File: src/rtl/prog_updown_counter_if.sv
// Control/status bundle for prog_updown_counter: the host drives the count
// controls and observes the registered count and flags.
interface prog_updown_counter_if #(
  parameter int WIDTH = 4
) ();
  logic             en;
  logic             up;
  logic             clear;
  logic             load;
  logic [WIDTH-1:0] load_val;
  logic             flag_clr;
  logic [WIDTH-1:0] q;
  logic             tc;
  logic             ovf;
  logic             unf;

  modport master (
    output en, up, clear, load, load_val, flag_clr,
    input  q, tc, ovf, unf
  );

  modport slave (
    input  en, up, clear, load, load_val, flag_clr,
    output q, tc, ovf, unf
  );
endinterface

File: src/rtl/prog_updown_counter.sv
// Programmable-modulus up/down counter with enable prescaler, parallel load,
// wrap/saturate boundary handling, terminal-count pulse and sticky flags.
module prog_updown_counter #(
  parameter int WIDTH     = 4,
  parameter int MAX_COUNT = 15,
  parameter int PRESCALE  = 1,
  parameter int SATURATE  = 0
) (
  input logic                 clk,
  input logic                 reset,
  prog_updown_counter_if.slave bus
);

  localparam int PW = (PRESCALE > 1) ? $clog2(PRESCALE) : 1;
  localparam logic [WIDTH-1:0] MAXV  = WIDTH'(MAX_COUNT);
  localparam logic [PW-1:0]    PLAST = PW'(PRESCALE - 1);

  logic [WIDTH-1:0] q, qNext;
  logic [PW-1:0]    phase, phaseNext;
  logic             tc, tcNext;
  logic             ovf, ovfNext;
  logic             unf, unfNext;
  logic             step;
  logic             setOvf, setUnf;

  // Next-state logic: clear beats load beats a prescaled count step.
  always_comb begin
    qNext     = q;
    phaseNext = phase;
    tcNext    = 1'b0;
    step      = 1'b0;
    setOvf    = 1'b0;
    setUnf    = 1'b0;
    if (bus.clear) begin
      qNext     = '0;
      phaseNext = '0;
    end else if (bus.load) begin
      qNext     = (bus.load_val > MAXV) ? MAXV : bus.load_val;
      phaseNext = '0;
    end else if (bus.en) begin
      if (phase == PLAST) begin
        phaseNext = '0;
        step      = 1'b1;
      end else begin
        phaseNext = phase + PW'(1);
      end
      if (step) begin
        if (bus.up) begin
          if (q == MAXV) begin
            setOvf = 1'b1;
            tcNext = 1'b1;
            qNext  = (SATURATE != 0) ? MAXV : '0;
          end else begin
            qNext = q + WIDTH'(1);
          end
        end else begin
          if (q == '0) begin
            setUnf = 1'b1;
            tcNext = 1'b1;
            qNext  = (SATURATE != 0) ? '0 : MAXV;
          end else begin
            qNext = q - WIDTH'(1);
          end
        end
      end
    end
    // A boundary step in the same cycle as flag_clr leaves the flag set.
    ovfNext = setOvf | (ovf & ~bus.flag_clr);
    unfNext = setUnf | (unf & ~bus.flag_clr);
  end

  always_ff @(posedge clk or posedge reset) begin
    if (reset) begin
      q     <= '0;
      phase <= '0;
      tc    <= 1'b0;
      ovf   <= 1'b0;
      unf   <= 1'b0;
    end else begin
      q     <= qNext;
      phase <= phaseNext;
      tc    <= tcNext;
      ovf   <= ovfNext;
      unf   <= unfNext;
    end
  end

  assign bus.q   = q;
  assign bus.tc  = tc;
  assign bus.ovf = ovf;
  assign bus.unf = unf;

endmodule

File: src/flat_wrapper.sv
// flat-port wrapper written by rule: the top's interface ports become plain ports
module prog_updown_counter_flat 
#(
  parameter int WIDTH     = 4,
  parameter int MAX_COUNT = 15,
  parameter int PRESCALE  = 1,
  parameter int SATURATE  = 0
)
  (clk, reset, bus_en, bus_up, bus_clear, bus_load, bus_load_val, bus_flag_clr, bus_q, bus_tc, bus_ovf, bus_unf);
  prog_updown_counter_if #(.WIDTH(WIDTH)) bus_i ();
  input logic clk;
  input logic reset;
  input wire logic [$bits(bus_i.en)-1:0] bus_en;
  input wire logic [$bits(bus_i.up)-1:0] bus_up;
  input wire logic [$bits(bus_i.clear)-1:0] bus_clear;
  input wire logic [$bits(bus_i.load)-1:0] bus_load;
  input wire logic [$bits(bus_i.load_val)-1:0] bus_load_val;
  input wire logic [$bits(bus_i.flag_clr)-1:0] bus_flag_clr;
  output wire logic [$bits(bus_i.q)-1:0] bus_q;
  output wire logic [$bits(bus_i.tc)-1:0] bus_tc;
  output wire logic [$bits(bus_i.ovf)-1:0] bus_ovf;
  output wire logic [$bits(bus_i.unf)-1:0] bus_unf;
  assign bus_i.en = bus_en;
  assign bus_i.up = bus_up;
  assign bus_i.clear = bus_clear;
  assign bus_i.load = bus_load;
  assign bus_i.load_val = bus_load_val;
  assign bus_i.flag_clr = bus_flag_clr;
  assign bus_q = bus_i.q;
  assign bus_tc = bus_i.tc;
  assign bus_ovf = bus_i.ovf;
  assign bus_unf = bus_i.unf;
  prog_updown_counter #(.WIDTH(WIDTH), .MAX_COUNT(MAX_COUNT), .PRESCALE(PRESCALE), .SATURATE(SATURATE)) u_core (.clk(clk), .reset(reset), .bus(bus_i));
endmodule
File: config.mk
export PLATFORM = sky130hd
export DESIGN_NAME = prog_updown_counter_flat
export DESIGN_NICKNAME = d
export VERILOG_FILES = /design/src/rtl/prog_updown_counter_if.sv /design/src/rtl/prog_updown_counter.sv /design/src/flat_wrapper.sv
export SDC_FILE = /design/constraint.sdc
export NUM_CORES = 1
export LEC_CHECK = 0
export ABC_AREA = 1
export CORE_AREA = 2 2 39 41
export CTS_BUF_LIST = sky130_fd_sc_hd__clkbuf_8
export CTS_CLUSTER_SIZE = 12
export DETAILED_ROUTE_END_ITERATION = 6
export DIE_AREA = 0 0 41 43
export HOLD_SLACK_MARGIN = 0.03
export PLACE_DENSITY = 0.66
export SKIP_LAST_GASP = 1
export SYNTH_ARGS = -nofsm -noshare
export SYNTH_HDL_FRONTEND = slang
export SYNTH_SLANG_ARGS = --single-unit
File: constraint.sdc
create_clock -name clk -period 3 [get_ports clk]
set_clock_uncertainty 0.15 [all_clocks]
set_input_delay 0.9 -clock clk [delete_from_list [all_inputs] [get_ports clk]]
set_output_delay 0.9 -clock clk [all_outputs]
set_load 0.02 [all_outputs]
==> run notes <==
Physical implementation

The slowest cell on the critical path is clkdlybuf4s50_1. In the final timing run, aggregate negative setup slack is 0 ps. Post-CTS repair changed the size of 0 cells.

The count of inserted antenna diode cells is 0. The peak supply drop is 0.2534 mV. The synthesized netlist contains 15 unique library cells. The number of antenna violations at the first check in global routing is 0. The post-synthesis cell count from yosys is 68. The worst min-delay path category is flip-flop to flip-flop. For this design the ratio of total power to cell area is 443.4 nW/um2. The worst stage delay on the critical path is 650 ps. The cell count after synthesis came out at 68.

Data arrives at the worst endpoint at 1330 ps. The width of the chip is 41 um. Per the detail_route report, the via count comes to 506. The finished cells cover 703.2 um2. The cell sitting at the root of the clock tree is a clkbuf_8. Counting along the longest clock path gives a buffer depth of 2. The detail-routed via count per cell is 4.819. The number of I/O port buffers is 17.

The number of global-route vias before repair is 478. The cell area that synthesis handed to floorplanning was 467.9 um2. In this run the tightest slew margin relative to its limit is 82.86%.

The synthesized chip area reported by yosys is 467.9 um2. The layout has 136 filler cells. The number of nets with antenna violations after detailed routing is 0. The timing report gives the clock slew at the launch and capture registers of the worst setup and hold paths as 40 ps. The overall routed net length is 1111 um. The highest clock rate this design can be run at is 420.1 MHz. In the placement report, post-DP HPWL is listed as 882.8 um. The final number of hold-violating endpoints is 0.

The number of pins exceeding their max-slew limit in the final report is 0. A synthesized cell averages 6.882 um2. From synthesis to final layout, the design area changed by 50.27%. The script parses the final routing iteration and logs DRC violations as 0. The end-of-flow timing check tallies setup violations at 0. Clock tree synthesis inserted a total of 3 buffers.

In this run the full chip footprint comes out at 1763 um2. The final timing summary puts the cycle share of the worst path at 79.34%. The OpenROAD warning count is 27. The number of buffers inserted for hold repair after clock tree synthesis is 0.

The run finished with clean final reports. The script reports the combined buffer and inverter count of the critical path as 1. Global routing consumed, over all layers together, 16.85% of the routing resources.
power by group:
part	switching [mW]	internal, mW
Combinational	0.0392	0.0361
Clock	0.0392	0.0883
Sequential	0.00862	0.101
Total	0.0870	0.225
cell type report:
type / instances / area, um2 / area share, %
timing repair buffer: 17 / 170.2 / 24.20
multi-input combinational: 48 / 244.0 / 34.70
clock buffer: 3 / 41.29 / 5.872
inverter: 13 / 48.80 / 6.940
clock inverter: 1 / 3.754 / 0.5338
sequential: 7 / 175.2 / 24.91
tap: 16 / 20.02 / 2.847
Yosys cell counts:
master    count  area (um2)
o22ai_1       3       18.77
inv_2         1       3.750
dfrtp_1       7       175.2
nand3_2       1       10.01
nor3_1        1       5.000
nand3_1      10       50.05
o21ai_1       2       10.01
ha_1          2       25.02
nand4_1       2       12.51
nand2_1      18       67.56
inv_1        12       45.04
a21oi_1       4       20.02
o21ai_0       2       10.01
o211ai_1      1       7.510
nor2_1        2       7.510
cell families after synthesis:
kind of cell,count (synthesis),share of synthesized area (%)
flip-flops,7,37.43
adder cells (fa/ha/maj),2,5.347
AND/OR/NAND/NOR,34,32.62
buffers and inverters,13,10.43
AND-OR/OR-AND,12,14.17
flip-flops by register name (all words and copies together), names as in the netlist:
name and count:
u_core.bus.ovf 1, u_core.bus.q 4, u_core.bus.unf 1, u_core.bus.tc 1
worst paths after layout:
check                           depth (start not counted)                   startpoint  slack (ps)                     endpoint
worst min register to register                          2     u_core.bus.ovf$_DFF_PP0_         380     u_core.bus.ovf$_DFF_PP0_
worst max register to register                          8  u_core.bus.q[0]$_DFFE_PP0P_        1450  u_core.bus.q[3]$_DFFE_PP0P_
max in group asynchronous                               2                        reset        1750     u_core.bus.unf$_DFF_PP0_
min in group asynchronous                               2                        reset         750      u_core.bus.tc$_DFF_PP0_
worst min-delay path                                    2     u_core.bus.ovf$_DFF_PP0_         380     u_core.bus.ovf$_DFF_PP0_
worst max-delay path                                    1  u_core.bus.q[2]$_DFFE_PP0P_         620                     bus_q[2]
per-layer routing:
| metal | track usage (%) | up-vias | wire, um |
|---|---|---|---|
| met5 | 0 | - | 0 |
| met4 | 6.000 | 0 | 0 |
| met3 | 7.853 | 0 | 53 |
| met2 | 24.69 | 13 | 590 |
| met1 | 21.00 | 227 | 467 |
| li1 | - | 266 | - |
metrics by stage:
stage	worst slack [ps]	power [mW]	std cells	hold WS, ps
floorplan	1427	0.1502	68	465.8
global placement	757.8	0.1858	101	376.4
detailed placement	755.5	0.1857	101	377.6
CTS	605.4	0.3180	105	384.2
global route	551.1	0.3357	105	396.4
finish	619.9	0.3118	105	384.0
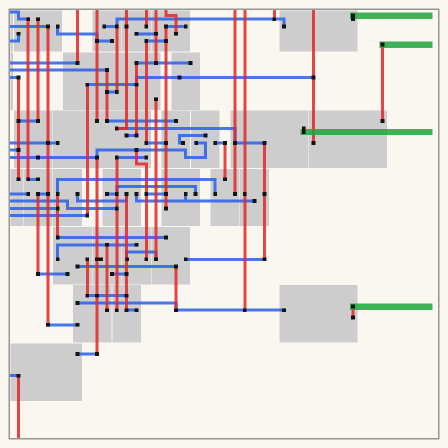
Figure 1: layout detail.
Region (21, 1) to (41, 21) um. Cells in gray, sequential cells in the stronger gray; small squares are vias.
Key: met1 = blue; met2 = red; met3 = green
27 logic cells have their middle in the window. Most frequent: nand2_1 (7), clkdlybuf4s50_1 (5), nand3_1 (4). Sequential cells in the window: 0.

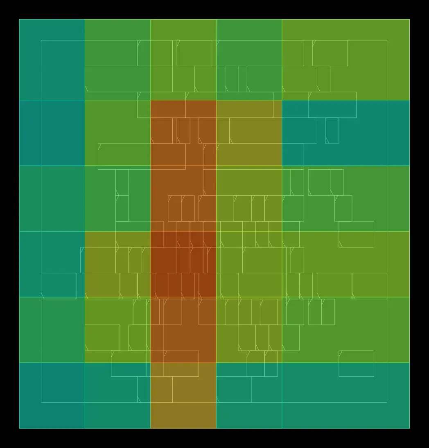
Figure 2: routing congestion map.
final core occ: 50.81%
grt met2 use: 24.69%
GR Util met1: 21.00%
GR met3 Demand/Resource: 7.853%

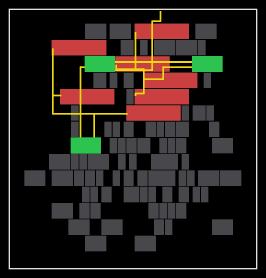
Figure 3: routed clock nets over the placement.
Drawn at 6 px/um.
Key: clock wires = yellow [length 119 um]; cells driving clock nets = green [count 3]; flip-flops = red [count 7]
There are 4 routed clock nets.

Power is estimated from default activity; no workload was simulated.
